===== src/rtl/ec_point_arith.sv =====
// Point double/add on y^2 + x*y = x^3 + a*x^2 + b over GF(2^M), poly x^M + POLY, b = 1.
// Latency: fixed 10 cycles from accepted start to done, for both ops and all operand values.
// Backpressure: none; start is ignored while busy and operands are captured on accept.
// Ports: clk, rst_n (async, active low); start/op request; x0..z0 and x1..z1 projective operands;
//        x2/y2/z2 registered result (affine, or infinity as (0,1,0)); busy; done (one-cycle pulse).
module ec_point_arith #(
  parameter int unsigned  M       = 3,
  parameter logic [M-1:0] POLY    = 3'b011,
  parameter logic [M-1:0] CURVE_A = 3'b101
) (
  input  logic         clk,
  input  logic         rst_n,
  input  logic         start,
  input  logic         op,
  input  logic [M-1:0] x0,
  input  logic [M-1:0] y0,
  input  logic [M-1:0] z0,
  input  logic [M-1:0] x1,
  input  logic [M-1:0] y1,
  input  logic [M-1:0] z1,
  output logic [M-1:0] x2,
  output logic [M-1:0] y2,
  output logic [M-1:0] z2,
  output logic         busy,
  output logic         done
);

  typedef enum logic [1:0] {IDLE, CALC, NORM, FIN} state_t;

  localparam logic [3:0]   LAST_STEP = 4'd8;
  localparam logic [M-1:0] ZERO      = '0;
  localparam logic [M-1:0] ONE       = {{(M-1){1'b0}}, 1'b1};

  // Shift-and-add multiply with on-the-fly reduction.
  function automatic logic [M-1:0] gf_mul(input logic [M-1:0] a, input logic [M-1:0] b);
    logic [M-1:0] acc;
    logic [M-1:0] sh;
    acc = '0;
    sh  = a;
    for (int i = 0; i < M; i++) begin
      if (b[i]) acc = acc ^ sh;
      sh = sh[M-1] ? ({sh[M-2:0], 1'b0} ^ POLY) : {sh[M-2:0], 1'b0};
    end
    return acc;
  endfunction

  function automatic logic [M-1:0] gf_sq(input logic [M-1:0] a);
    return gf_mul(a, a);
  endfunction

  state_t       state_q, state_d;
  logic [3:0]   step_q, step_d;
  logic         op_q, op_d;
  logic [M-1:0] cx0_q, cx0_d, cy0_q, cy0_d, cz0_q, cz0_d;
  logic [M-1:0] cx1_q, cx1_d, cy1_q, cy1_d, cz1_q, cz1_d;
  logic [M-1:0] inv_q, inv_d;
  logic [M-1:0] ax0_q, ax0_d, ay0_q, ay0_d, ax1_q, ax1_d, ay1_q, ay1_d;
  logic [M-1:0] lam_q, lam_d, xr_q, xr_d, yr_q, yr_d;
  logic [M-1:0] x2_q, x2_d, y2_q, y2_d, z2_q, z2_d;
  logic         busy_q, busy_d, done_q, done_d;

  logic         dbl, inf0, inf1;
  logic [M-1:0] den, num, xr_c;
  logic [M-1:0] mul_a, mul_b, mul_r;

  assign inf0 = (cz0_q == ZERO);
  assign inf1 = (cz1_q == ZERO);

  // Adding a point to itself takes the tangent (doubling) slope.
  assign dbl  = !op_q || ((ax0_q == ax1_q) && (ay0_q == ay1_q));
  // Doubling slope x + y/x is folded into (x^2 + y)/x so both ops share one divide.
  assign den  = dbl ? ax0_q : (ax0_q ^ ax1_q);
  assign num  = dbl ? (gf_sq(ax0_q) ^ ay0_q) : (ay0_q ^ ay1_q);
  assign xr_c = gf_sq(lam_q) ^ lam_q ^ CURVE_A ^ (dbl ? ZERO : (ax0_q ^ ax1_q));

  assign mul_r = gf_mul(mul_a, mul_b);

  // Single shared multiplier; one product per CALC step. Inverse is z^6 = (z^2 * z)^2.
  always_comb begin
    mul_a = ZERO;
    mul_b = ZERO;
    case (step_q)
      4'd0: begin mul_a = gf_sq(cz0_q); mul_b = cz0_q; end
      4'd1: begin mul_a = cx0_q;        mul_b = inv_q; end
      4'd2: begin mul_a = cy0_q;        mul_b = inv_q; end
      4'd3: begin mul_a = gf_sq(cz1_q); mul_b = cz1_q; end
      4'd4: begin mul_a = cx1_q;        mul_b = inv_q; end
      4'd5: begin mul_a = cy1_q;        mul_b = inv_q; end
      4'd6: begin mul_a = gf_sq(den);   mul_b = den;   end
      4'd7: begin mul_a = num;          mul_b = inv_q; end
      4'd8: begin
        mul_a = dbl ? (lam_q ^ ONE) : lam_q;
        mul_b = dbl ? xr_c : (ax0_q ^ xr_c);
      end
      default: ;
    endcase
  end

  always_comb begin
    state_d = state_q;
    step_d  = step_q;
    op_d    = op_q;
    cx0_d   = cx0_q;  cy0_d = cy0_q;  cz0_d = cz0_q;
    cx1_d   = cx1_q;  cy1_d = cy1_q;  cz1_d = cz1_q;
    inv_d   = inv_q;
    ax0_d   = ax0_q;  ay0_d = ay0_q;  ax1_d = ax1_q;  ay1_d = ay1_q;
    lam_d   = lam_q;  xr_d  = xr_q;   yr_d  = yr_q;
    x2_d    = x2_q;   y2_d  = y2_q;   z2_d  = z2_q;
    busy_d  = busy_q;
    done_d  = 1'b0;

    case (state_q)
      IDLE: begin
        if (start) begin
          op_d    = op;
          cx0_d   = x0;  cy0_d = y0;  cz0_d = z0;
          cx1_d   = x1;  cy1_d = y1;  cz1_d = z1;
          step_d  = 4'd0;
          busy_d  = 1'b1;
          state_d = CALC;
        end
      end
      // Every step runs regardless of op or operand values: constant time.
      CALC: begin
        step_d = step_q + 4'd1;
        case (step_q)
          4'd0, 4'd3, 4'd6: inv_d = gf_sq(mul_r);
          4'd1: ax0_d = mul_r;
          4'd2: ay0_d = mul_r;
          4'd4: ax1_d = mul_r;
          4'd5: ay1_d = mul_r;
          4'd7: lam_d = mul_r;
          4'd8: begin
            xr_d = xr_c;
            yr_d = dbl ? (gf_sq(ax0_q) ^ mul_r) : (mul_r ^ xr_c ^ ay0_q);
          end
          default: ;
        endcase
        if (step_q == LAST_STEP) state_d = NORM;
      end
      // Special-case selection; defaults to the infinity encoding.
      NORM: begin
        x2_d = ZERO;
        y2_d = ONE;
        z2_d = ZERO;
        if (!op_q) begin
          if (!inf0 && (ax0_q != ZERO)) begin
            x2_d = xr_q; y2_d = yr_q; z2_d = ONE;
          end
        end else if (inf0) begin
          if (!inf1) begin
            x2_d = ax1_q; y2_d = ay1_q; z2_d = ONE;
          end
        end else if (inf1) begin
          x2_d = ax0_q; y2_d = ay0_q; z2_d = ONE;
        end else if ((ax0_q != ax1_q) || ((ay0_q == ay1_q) && (ax0_q != ZERO))) begin
          x2_d = xr_q; y2_d = yr_q; z2_d = ONE;
        end
        done_d  = 1'b1;
        state_d = FIN;
      end
      FIN: begin
        busy_d  = 1'b0;
        state_d = IDLE;
      end
      default: state_d = IDLE;
    endcase
  end

  always_ff @(posedge clk or negedge rst_n) begin
    if (!rst_n) begin
      state_q <= IDLE;
      step_q  <= 4'd0;
      op_q    <= 1'b0;
      cx0_q   <= '0;  cy0_q <= '0;  cz0_q <= '0;
      cx1_q   <= '0;  cy1_q <= '0;  cz1_q <= '0;
      inv_q   <= '0;
      ax0_q   <= '0;  ay0_q <= '0;  ax1_q <= '0;  ay1_q <= '0;
      lam_q   <= '0;  xr_q  <= '0;  yr_q  <= '0;
      x2_q    <= '0;  y2_q  <= '0;  z2_q  <= '0;
      busy_q  <= 1'b0;
      done_q  <= 1'b0;
    end else begin
      state_q <= state_d;
      step_q  <= step_d;
      op_q    <= op_d;
      cx0_q   <= cx0_d;  cy0_q <= cy0_d;  cz0_q <= cz0_d;
      cx1_q   <= cx1_d;  cy1_q <= cy1_d;  cz1_q <= cz1_d;
      inv_q   <= inv_d;
      ax0_q   <= ax0_d;  ay0_q <= ay0_d;  ax1_q <= ax1_d;  ay1_q <= ay1_d;
      lam_q   <= lam_d;  xr_q  <= xr_d;   yr_q  <= yr_d;
      x2_q    <= x2_d;   y2_q  <= y2_d;   z2_q  <= z2_d;
      busy_q  <= busy_d;
      done_q  <= done_d;
    end
  end

  assign x2   = x2_q;
  assign y2   = y2_q;
  assign z2   = z2_q;
  assign busy = busy_q;
  assign done = done_q;

endmodule


===== config.mk =====
export PLATFORM = sky130hd
export DESIGN_NAME = ec_point_arith
export DESIGN_NICKNAME = d
export VERILOG_FILES = /design/src/rtl/ec_point_arith.sv
export SDC_FILE = /design/constraint.sdc
export NUM_CORES = 1
export LEC_CHECK = 0
export CAP_MARGIN = 20
export CELL_PAD_IN_SITES_DETAIL_PLACEMENT = 1
export CELL_PAD_IN_SITES_GLOBAL_PLACEMENT = 2
export CORE_UTILIZATION = 37
export DETAILED_ROUTE_END_ITERATION = 12
export HOLD_SLACK_MARGIN = 0.1
export PLACE_DENSITY = 0.86
export SYNTH_ARGS = -nofsm -noshare
export SYNTH_HDL_FRONTEND = slang
export SYNTH_SLANG_ARGS = --single-unit

===== constraint.sdc =====
create_clock -name clk -period 4.56 [get_ports clk]
set_input_delay 0.912 -clock clk [delete_from_list [all_inputs] [get_ports clk]]
set_output_delay 0.912 -clock clk [all_outputs]
set_load 0.005 [all_outputs]

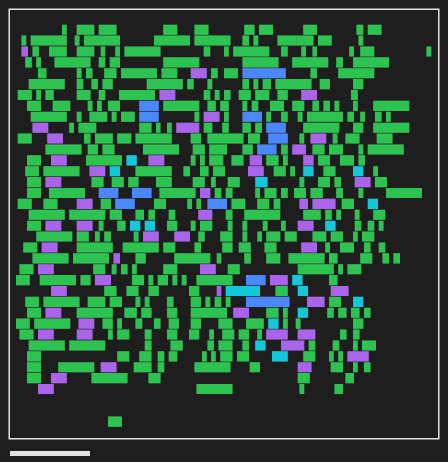
**Above:** drive-strength map.
Bar = 20 um.
[x2] purple | cells: 52 | share: 11% | most used: mux2_2
[x6 and larger] blue | cells: 13 | share: 2.8% | most used: clkbuf_8
[x3 and x4] cyan | cells: 17 | share: 3.6% | most used: buf_4
[x1 and smaller] green | cells: 386 | share: 82% | most used: dfrtp_1
non-clock buffer count: 44
cell area after layout: 0.004766 sq mm

==> run summary <==
run results: run status finished, final reports clean, # diodes 0, number of sinks driven by the clock tree 58, share of the final layout cell area in multi-input gates 51.98%, seq_cells 58, number of distinct library cells after synthesis 67, Top Ports 33, CTS root buf sky130_fd_sc_hd__clkbuf_8, flops out of synthesis 58, Syn Area/Cell 9.449 sq um, share of the core filled with cells in the final layout 45.35%, total number of vias 3363, antenna violations before repair 0, final critical-path setup slack 515.5 ps, Critical Path Max Stage Delay 600 ps, final routed DRC violation total 0, Floorplan Core Area 0.01051 sq mm, most repeated cell in the gate-level netlist after synthesis sky130_fd_sc_hd__dfrtp_1, Final Wtd Congestion 0.8607, placed wire-length estimate after detailed placement 8228 um, tally of non-filler cells in the final layout 604, worst hold path class reg -> reg, Signal inverters 10, critical path required time 4770 ps, cells taking the most area after synthesis sky130_fd_sc_hd__dfrtp_1, sky130_fd_sc_hd__mux2_2, sky130_fd_sc_hd__xnor2_1, Post-synth EDFFs 0, worst clock skew 13.73 ps, smallest hold slack 501.9 ps, Via density 5.568, Final Hold Violation Tally 0, warning count from the yosys run 0, post-synthesis share of cell area spent on and-or and or-and gates 16.90%, minimum clock period 4045 ps, Post-synth ARST share 100.0%, Final Max-Slew Violation Tally 0, Remaining Overflow, GRT 0, chip area 0.01143 sq mm, number of detailed-routing iterations run before antenna repair 4, sequential cell area fraction in the yosys report 35.64%, initial standard-cell utilization of the core 38.75%, area share of the largest cell type after synthesis 35.64%, post-synthesis cell count from yosys 431, via count of the first global-routing pass 3575, wire length of the first global-routing pass 18620 um, type of destination of the critical path flop, Clock buffer cells 12, highest attainable clock frequency 247.2 MHz, # fillers 1181, Simple-Gate Area Share 17.05%, H-tree depth 3, MUX share of area 13.12%, cts repair resizes 0, total wire length after detailed routing 11160 um, FA/HA/MAJ Cells, Area Fraction 3.994%, ratio of cells with drive above 1 in the final layout 17.52%, Commonest cells post-synth sky130_fd_sc_hd__dfrtp_1, sky130_fd_sc_hd__nand2_1, sky130_fd_sc_hd__mux2_2, main combinational cell family by area after synthesis simple AND/OR/NAND/NOR gates, Detailed Route Iter0 Violations 173, critical path's most frequent cell sky130_fd_sc_hd__ha_1, max FFs per register 4, area of the mapped netlist 0.004073 sq mm, tally of OpenROAD warnings 32, gate count of the mapped netlist 431, source-to-sink clock delay at the later pin of the worst-skew pair 340 ps, CP bufs+invs 0, clock tree from TritonCTS built, fraction of standard cell area that is sequential 30.45%, cts bufs inserted 9, number of routed nets with antenna violations 0, worst relative slew slack 32.84%, maximum root-to-sink buffer count 2, post-layout net count 498, maximum number of pins on one net before global-route repair 37, cells along the critical path ha_1 > nand2_2 > xnor2_2 > o32ai_1 > a221o_1 > or4_4 > and4_1 > nor3_2 > xnor2_1 > ha_1 > a21o_1 > and4b_1 > a211o_1, Finish-stage setup viols 0, Top Family by Delay on Critical Path simple AND/OR/NAND/NOR gates, slowest stage cell, crit path sky130_fd_sc_hd__or4_4, Period Utilization, post-route 88.70%, commonest non-fill, non-tap cell in the layout sky130_fd_sc_hd__dfrtp_1, Multi-input gate area 0.002477 sq mm, register containing the most flip-flops in the final layout step_q, biggest fanout along the worst timing path 12, Startpoint Class flop, Die Ht 106.9 um, count of multi-input gates 340, CTS Hold Bufs 0, die boundary width 106.9 um, RSZ-0062 raised after global routing no, Layout Area Growth over Synthesis 17.02%, final-layout clock-cell area share 4.804%, combined flip-flop and latch cell area 0.001451 sq mm, setup TNS after final layout 0 ps, arrival time of data at the critical path endpoint 4250 ps, chip area line of the yosys report 0.004073 sq mm, all-layer global routing usage 20.95%, cell taking the most area after synthesis sky130_fd_sc_hd__dfrtp_1, number of buffer cells added on primary ports 30, maximum capacitance violations 0, worst setup path category reg -> reg, number of buffers added for setup after CTS 0, area share of xor/xnor cells in the synthesized design 9.401%, transition time of the tightest slew-check pin 993.8 ps, leading cell category by total area logic gates, pre-CTS setup slack 330.9 ps, # placed instances 588, Non-Clock Buffer Area Fraction 8.401%, post-place instance area 0.004529 sq mm, WL/cell 18.48 um, leading register cell type out of synthesis sky130_fd_sc_hd__dfrtp_1, clock-pin slew reported for the worst setup and hold paths after clock tree synthesis 60 ps, most used cells in the layout excluding fill and tap cells sky130_fd_sc_hd__dfrtp_1, sky130_fd_sc_hd__nand2_1, sky130_fd_sc_hd__mux2_2
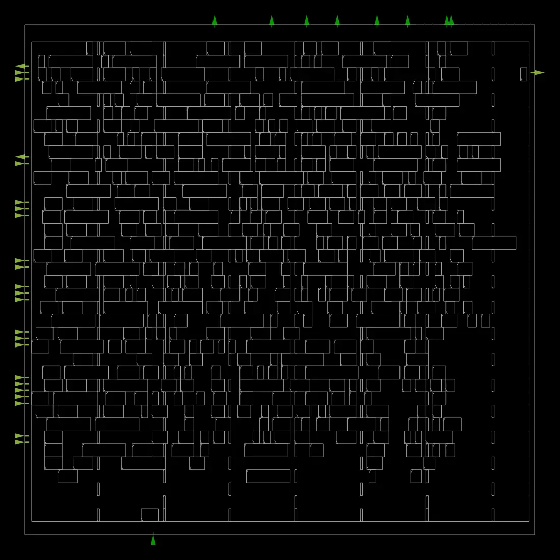
**Above:** cell outlines without signal wires.
number of tap cells inserted: 136
placement row count: 37

final timing paths:
path | cells past startpoint | from | to | slack [ps]
worst max-delay path | 13 | ax0_q[2] | inv_q[2] | 520
worst min-delay path | 2 | inv_q[0] | inv_q[0] | 500
worst max register to register | 13 | ax0_q[2] | inv_q[2] | 520
worst min register to register | 2 | inv_q[0] | inv_q[0] | 500
max in group asynchronous | 2 | rst_n | done | 3150
min in group asynchronous | 1 | rst_n | cy1_q[1] | 540
routing by layer:
metal	vias up	global-route usage, %	share of wire (%)
met5	-	0	0
met1	1672	29.24	49
met4	0	7.828	2.0
li1	1613	-	-
met2	62	33.23	47
met3	16	2.432	2.1
cells by family after synthesis:
kind of cell	count (synthesis)
simple gates	132
compound gates	102
flops	58
mux	49
xor+xnor	42
buf+inv	34
fa+ha+maj	13
other cells	1
